Fig. 1: M1 wires
(6 px per micron) Supply wires on this layer in gray.
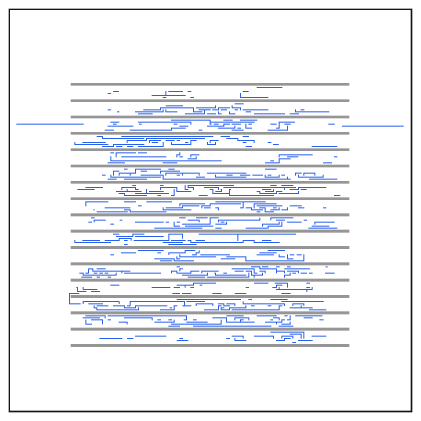
Fig. 2: signal wires on met2
(4 px per micron)
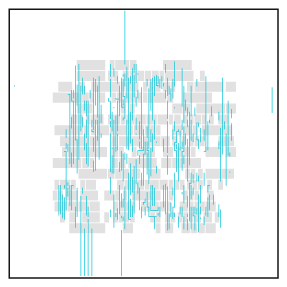
Fig. 3: M3 wires
(6 px per micron)
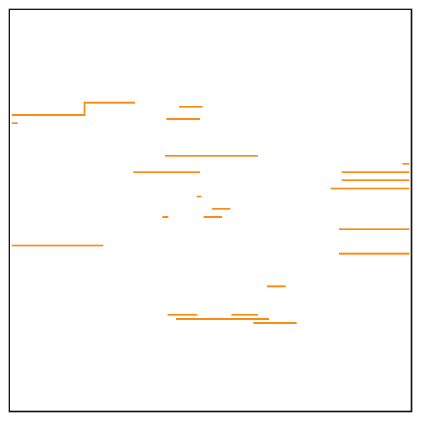
===== src/rtl/arb_pkg.sv =====
`default_nettype none
// ============================================================================
//  Module      : arb_pkg
//  Description : Shared types, constants and the round-robin search helper
//                for the four-way arbiter.
//  Revision    : 1.0 - initial release
// ============================================================================
package arb_pkg;

    localparam int NREQ = 4;

    typedef enum logic {IDLE, GRANT} arb_state_t;

    typedef struct packed {
        logic       found;
        logic [1:0] idx;
    } pick_t;

    // Walks ptr, ptr+1, ... mod 4; descending order lets the nearest hit win.
    function automatic pick_t rr_pick(input logic [NREQ-1:0] req, input logic [1:0] ptr);
        pick_t      r;
        logic [1:0] k;
        r = '0;
        for (int i = NREQ - 1; i >= 0; i--) begin
            k = ptr + 2'(i);
            if (req[k]) begin
                r.found = 1'b1;
                r.idx   = k;
            end
        end
        return r;
    endfunction

endpackage
`default_nettype wire


===== src/rtl/two_or_three.sv =====
`default_nettype none
// ============================================================================
//  Module      : two_or_three
//  Description : Combinational detector, high when exactly two or three of
//                the four inputs are set.
//  Revision    : 1.0 - initial release
// ============================================================================
module two_or_three
    import arb_pkg::*;
(
    input  logic [NREQ-1:0] i_v,
    output logic            o_hit
);

    logic w_ge2;

    assign w_ge2 = (i_v[0] & i_v[1]) | (i_v[0] & i_v[2]) | (i_v[0] & i_v[3]) |
                   (i_v[1] & i_v[2]) | (i_v[1] & i_v[3]) | (i_v[2] & i_v[3]);
    assign o_hit = w_ge2 & ~(&i_v);

endmodule
`default_nettype wire


===== src/rtl/rr_arbiter4.sv =====
`default_nettype none
// ============================================================================
//  Module      : rr_arbiter4
//  Description : Four-way round-robin arbiter with registered one-hot grant,
//                hold limit and registered contention flag.
//  Revision    : 1.0 - initial release
// ============================================================================
module rr_arbiter4
    import arb_pkg::*;
#(
    parameter int HOLD_MAX = 8
) (
    input  logic            clk,
    input  logic            rst,
    input  logic [NREQ-1:0] req,
    input  logic            done,
    output logic [NREQ-1:0] gnt,
    output logic            busy,
    output logic [1:0]      owner,
    output logic            contention
);

    arb_state_t      r_state;
    logic [NREQ-1:0] r_gnt;
    logic [1:0]      r_owner;
    logic [1:0]      r_ptr;
    logic [7:0]      r_cnt;
    logic            r_contention;

    arb_state_t      w_state_nxt;
    logic [NREQ-1:0] w_gnt_nxt;
    logic [1:0]      w_owner_nxt;
    logic [1:0]      w_ptr_nxt;
    logic [7:0]      w_cnt_nxt;
    logic            w_release;
    logic            w_two_three;
    pick_t           w_pick;

    assign w_pick    = rr_pick(req, r_ptr);
    assign w_release = done | ~req[r_owner] | (r_cnt == 8'(HOLD_MAX - 1));

    always_comb begin
        w_state_nxt = r_state;
        w_gnt_nxt   = r_gnt;
        w_owner_nxt = r_owner;
        w_ptr_nxt   = r_ptr;
        w_cnt_nxt   = r_cnt;
        case (r_state)
            IDLE: begin
                if (w_pick.found) begin
                    w_state_nxt = GRANT;
                    w_gnt_nxt   = 4'b0001 << w_pick.idx;
                    w_owner_nxt = w_pick.idx;
                    w_cnt_nxt   = 8'd0;
                end
            end
            GRANT: begin
                // Release always passes through IDLE, giving one dead cycle.
                if (w_release) begin
                    w_state_nxt = IDLE;
                    w_gnt_nxt   = '0;
                    w_owner_nxt = 2'd0;
                    w_ptr_nxt   = r_owner + 2'd1;
                end else begin
                    w_cnt_nxt   = r_cnt + 8'd1;
                end
            end
            default: w_state_nxt = IDLE;
        endcase
    end

    always_ff @(posedge clk) begin
        if (rst) begin
            r_state <= IDLE;
            r_gnt   <= '0;
            r_owner <= 2'd0;
            r_ptr   <= 2'd0;
            r_cnt   <= 8'd0;
        end else begin
            r_state <= w_state_nxt;
            r_gnt   <= w_gnt_nxt;
            r_owner <= w_owner_nxt;
            r_ptr   <= w_ptr_nxt;
            r_cnt   <= w_cnt_nxt;
        end
    end

    two_or_three u_two_or_three (
        .i_v   (req),
        .o_hit (w_two_three)
    );

    always_ff @(posedge clk) begin
        if (rst) r_contention <= 1'b0;
        else     r_contention <= w_two_three | (&req);
    end

    assign gnt        = r_gnt;
    assign busy       = |r_gnt;
    assign owner      = r_owner;
    assign contention = r_contention;

endmodule
`default_nettype wire


===== config.mk =====
export PLATFORM = sky130hd
export DESIGN_NAME = rr_arbiter4
export DESIGN_NICKNAME = d
export VERILOG_FILES = /design/src/rtl/arb_pkg.sv /design/src/rtl/two_or_three.sv /design/src/rtl/rr_arbiter4.sv
export SDC_FILE = /design/constraint.sdc
export NUM_CORES = 1
export LEC_CHECK = 0
export ABC_AREA = 1
export CORE_MARGIN = 10
export CORE_UTILIZATION = 50
export DETAILED_ROUTE_END_ITERATION = 8
export PLACE_DENSITY_LB_ADDON = 0.3
export SYNTH_ARGS = -nofsm -noshare
export SYNTH_HDL_FRONTEND = slang
export SYNTH_HIERARCHICAL = 1
export SYNTH_SLANG_ARGS = --single-unit
export TNS_END_PERCENT = 1

===== constraint.sdc =====
create_clock -name clk -period 2.15 [get_ports clk]
set_clock_uncertainty 0.15 [all_clocks]
set_input_delay 0.645 -clock clk [delete_from_list [all_inputs] [get_ports clk]]
set_output_delay 0.645 -clock clk [all_outputs]
set_load 0.05 [all_outputs]

==> results.txt <==
Hold Violations, Final: 0
Slowest Stage Delay on Critical Path: 520 ps
Clock power share: 12.6%
YS warnings: 6
RSZ-0062 raised after global routing: no
Most instantiated library cell after synthesis: nand2_1
Status: completed
Final Non-Filler Cells: 233
Top Layout Cells: nand2_1 (58), buf_4 (21), nor2_1 (18)
Pin count of the biggest net entering global routing: 10
Final Max Slew Viols: 0
Reg2Reg Depth: 12
Hold_sp: gnt[1]
Max Clk Rate: 474 MHz
Crit. End Element: primary output
Register share of total power: 32.7%
Die Span Y: 66.8 microns
Clock Root Buffer: clkbuf_4
Invs w/o clock: 20
TAP cells: 27
Most numerous logic cell after layout: nand2_1
DRT met1 WL: 1.21 mm
Comb gate area: 657 sq um
AND-OR/OR-AND Cells, Area Fraction: 15.1%
Latency at later pin: 290 ps
Final instance area: 1410 sq um
Worst Slack Setup Final: 38.5 ps
Post-DR vias/cell: 5.17
Top FF cell, synth: dfxtp_1
Mapped Area: 1090 sq um
Yosys chip area: 1090 sq um
Crit path DAT: 1320 ps
Core Util, Final: 69.9%
Antenna Cells: 0
XOR Share, Synth: 4.00%
Input/output buffers: 14
CP startpoint: gnt[3]
Top-area cell share: 32.9%
Bufs w/o clock: 29
Number of clock buffers in the layout: 3
Notes on Fig. 1 above:
longest straight run	21.2 microns
main direction	horizontal
Routed WL: 2.73 mm
met1 usage: 15.1%
Vias: 1,204

Notes on Fig. 2 above:
longest straight run	23.8 microns
wire length on this layer	1,310 microns
main direction	vertical
nets with wire on the layer	181
share of all routed wire	48%

Notes on Fig. 3 above:
share of all routed wire	6.3%
nets with wire on the layer	18
longest straight run	15.2 microns
wire length on this layer	171 microns

Power is estimated from default activity; no workload was simulated.
